## src/rtl/rv32ic_fetch_aligner.sv

```systemverilog
// RV32IC fetch aligner: turns 32-bit fetch words into whole 16/32-bit instructions with PCs.
// Optional RV32IC_ALIGN_ILLEGAL_EN adds out_illegal for the all-zero compressed encoding.
module rv32ic_fetch_aligner #(
  parameter int                  PC_WIDTH = 32,
  parameter logic [PC_WIDTH-1:0] RESET_PC = '0
) (
  input  logic                clk,
  input  logic                reset,
  input  logic                flush,
  input  logic [PC_WIDTH-1:0] flush_pc,
  input  logic                in_valid,
  output logic                in_ready,
  input  logic [31:0]         in_data,
  output logic                out_valid,
  input  logic                out_ready,
  output logic [31:0]         out_inst,
  output logic [PC_WIDTH-1:0] out_pc,
`ifdef RV32IC_ALIGN_ILLEGAL_EN
  output logic                out_illegal,
`endif
  output logic                out_is_c
);

  // Queue occupancy doubles as the FSM state.
  typedef enum logic [1:0] {
    EMPTY = 2'd0,
    PART  = 2'd1,
    FULL2 = 2'd2,
    FULL3 = 2'd3
  } state_e;

  state_e                     state_q, state_d;
  logic [2:0][15:0]           q_q, q_d, sh;
  logic [PC_WIDTH-1:0]        pc_q, pc_d;
  logic                       skip_q, skip_d;

  logic       head_c, emit, accept;
  logic [1:0] cnt, pop, push, base;
  logic [2:0] cnt_d;
  logic [1:0][15:0] ins;

  assign cnt       = state_q;
  assign head_c    = q_q[0][1:0] != 2'b11;
  assign out_valid = head_c ? (cnt >= 2'd1) : (cnt >= 2'd2);
  assign out_is_c  = (cnt != 2'd0) && head_c;
  assign out_inst  = head_c ? {16'h0000, q_q[0]} : {q_q[1], q_q[0]};
  assign out_pc    = pc_q;
  assign in_ready  = !flush && (cnt <= 2'd1);
`ifdef RV32IC_ALIGN_ILLEGAL_EN
  assign out_illegal = out_valid && out_is_c && (q_q[0] == 16'h0000);
`endif

  assign emit   = out_valid && out_ready;
  assign accept = in_valid && in_ready;
  assign pop    = emit ? (head_c ? 2'd1 : 2'd2) : 2'd0;
  assign push   = accept ? (skip_q ? 2'd1 : 2'd2) : 2'd0;
  assign base   = cnt - pop;
  // A misaligned start consumes only the high half of the first word.
  assign ins[0] = skip_q ? in_data[31:16] : in_data[15:0];
  assign ins[1] = in_data[31:16];

  always_comb begin
    sh = q_q;
    case (pop)
      2'd1:    sh = {q_q[2], q_q[2], q_q[1]};
      2'd2:    sh = {q_q[2], q_q[2], q_q[2]};
      default: sh = q_q;
    endcase
    q_d = sh;
    for (int i = 0; i < 3; i++) begin
      if (accept && 2'(i) == base)
        q_d[i] = ins[0];
      else if (accept && !skip_q && 2'(i) == base + 2'd1)
        q_d[i] = ins[1];
    end
  end

  always_comb begin
    cnt_d   = 3'({1'b0, cnt}) - 3'({1'b0, pop}) + 3'({1'b0, push});
    state_d = state_e'(cnt_d[1:0]);
    pc_d    = pc_q;
    skip_d  = skip_q;
    if (flush) begin
      state_d = EMPTY;
      pc_d    = flush_pc;
      skip_d  = flush_pc[1];
    end else begin
      if (emit)   pc_d   = pc_q + (head_c ? PC_WIDTH'(2) : PC_WIDTH'(4));
      if (accept) skip_d = 1'b0;
    end
  end

  always_ff @(posedge clk or posedge reset) begin
    if (reset) begin
      state_q <= EMPTY;
      q_q     <= '0;
      pc_q    <= RESET_PC;
      skip_q  <= RESET_PC[1];
    end else begin
      state_q <= state_d;
      q_q     <= q_d;
      pc_q    <= pc_d;
      skip_q  <= skip_d;
    end
  end

endmodule

```

## config.mk

```make
export PLATFORM = sky130hd
export DESIGN_NAME = rv32ic_fetch_aligner
export DESIGN_NICKNAME = d
export VERILOG_FILES = /design/src/rtl/rv32ic_fetch_aligner.sv
export SDC_FILE = /design/constraint.sdc
export NUM_CORES = 1
export LEC_CHECK = 0
export ABC_CLOCK_PERIOD_IN_PS = 2500
export CORE_ASPECT_RATIO = 0.9
export CORE_MARGIN = 1.5
export CORE_UTILIZATION = 46
export DETAILED_ROUTE_END_ITERATION = 7
export GPL_ROUTABILITY_DRIVEN = 0
export GPL_TIMING_DRIVEN = 1
export PLACE_DENSITY = 0.77
export SLEW_MARGIN = 20
export SYNTH_ARGS = -nofsm -noshare
export SYNTH_HDL_FRONTEND = slang
export SYNTH_SLANG_ARGS = --single-unit
export TNS_END_PERCENT = 20
```

## constraint.sdc

```tcl
create_clock -name clk -period 2.5 [get_ports clk]
set_input_delay 0.375 -clock clk [delete_from_list [all_inputs] [get_ports clk]]
set_output_delay 0.375 -clock clk [all_outputs]
set_load 0.02 [all_outputs]
```

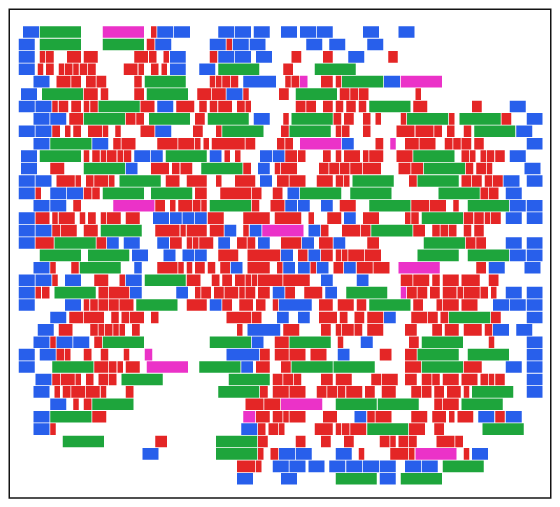
cell_classes.png
- blue: other buffers and delay cells (cells 189; share of their area 25%)
- red: all other logic (cells 472; share of their area 43%)
- green: flip-flops (cells 83; share of their area 29%)
- magenta: clock drivers and dummy loads (cells 14; share of their area 3.4%)
core area: 11600 µm²
Finished Core Util: 0.646

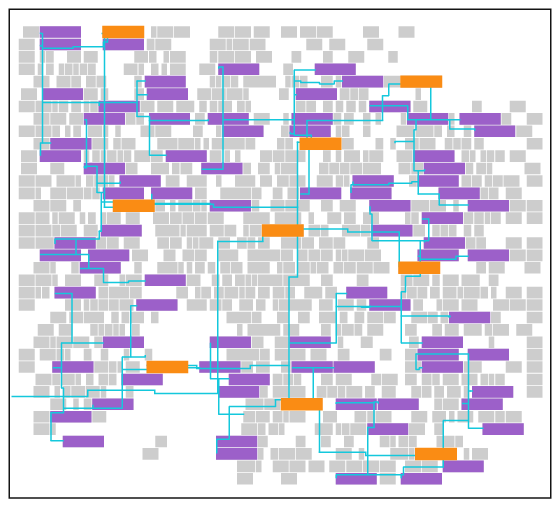
clock_map.png
- purple: flip-flops (count 83)
- cyan: clock wires (length 1210 µm)
- orange: cells driving clock nets (count 9)
- flops lie: spread over the die
- routed clock nets: 10

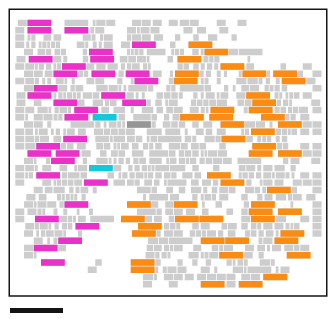
registers.png
Scale bar: 20 µm. Other sequential cells in the stronger grey, the rest of the logic in the fainter grey.
- cyan: `cnt` (sequential cells 2)
- magenta: `out_pc` (sequential cells 32)
- orange: `q_q` (sequential cells 48)
sequential fraction of total cell area: 0.278
Power Sequential: 2.13 mW
Flop area: 2080 µm²

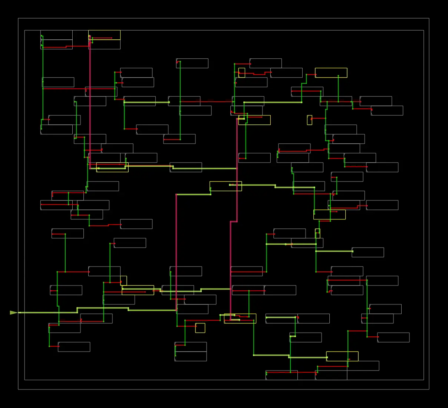
final_clocks.png
Latency at later pin: 360 ps
CLK BUF: 11
Final Skew: 9.33 ps
FFs & Latches: 83
P_clk: 1.21 mW

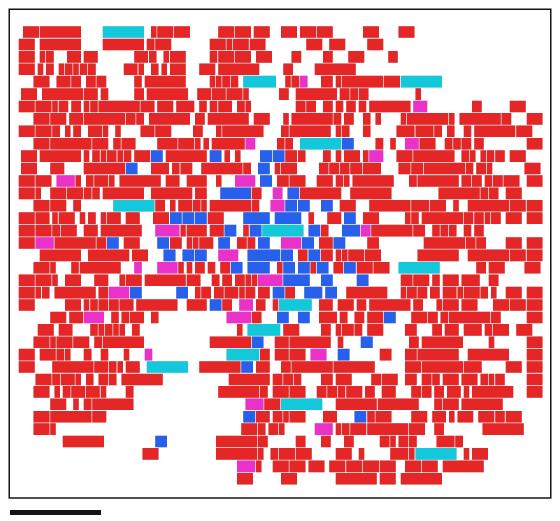
drive_strength.png
Scale bar: 20 µm.
- cyan: drive 6 and up (cells 13)
- magenta: drive 2 (cells 26)
- blue: drive 3 to 4 (cells 60)
- red: drive 1 or less (cells 659)

==> job_summary.md <==
## PnR job results

| Metric | Value |
|---|---|
| Syn-to-layout area delta | `35.7%` |
| Total CTS buffers | `9` |
| Dominant logic cell types in the final layout | `clkdlybuf4s50_1 (134), dfrtp_1 (83), nand2_1 (61)` |
| Comb power frac | `0.559` |
| Yosys warns | `0` |
| Top layer in use | `met4` |
| Number of routed nets with antenna violations | `0` |
| Worst vdd ir | `439 µV` |
| Init Core Util | `0.476` |
| Hold Path Origin | `flush` |
| Slew Limit Fails | `0` |
| Post-synthesis cell type count | `61` |
| Vias | `5591` |
| Vertical die size | `107 µm` |
| Ys cells | `622` |
| Met2 GRT Util | `0.448` |
| Mapped cell area | `5510 µm²` |
| Flip-flop count of the largest register after layout | `48` |
| Synth Area in XOR/XNOR | `0.0509` |
| Tool warnings | `26` |
| Switching Share | `0.425` |
| Hold path cells | `3` |
| Met1 usage in global routing | `0.370` |
| Sum of buffers and inverters on the critical path | `3` |
| Inverters | `10` |
| Outcome | `finished clean` |
| Placed cell count | `900` |
| CP Launch Type | `flip-flop` |
| Yosys top cell by instances | `dfrtp_1` |
| Adder Share, Synth | `0.0127` |
| Max-cap violations | `0` |
| Final std cells w/o fill | `914` |
| Final Power | `7.58 mW` |
| Clk buf depth | `2` |
Power figures rest on the tool's default switching activity, not on a simulated workload.
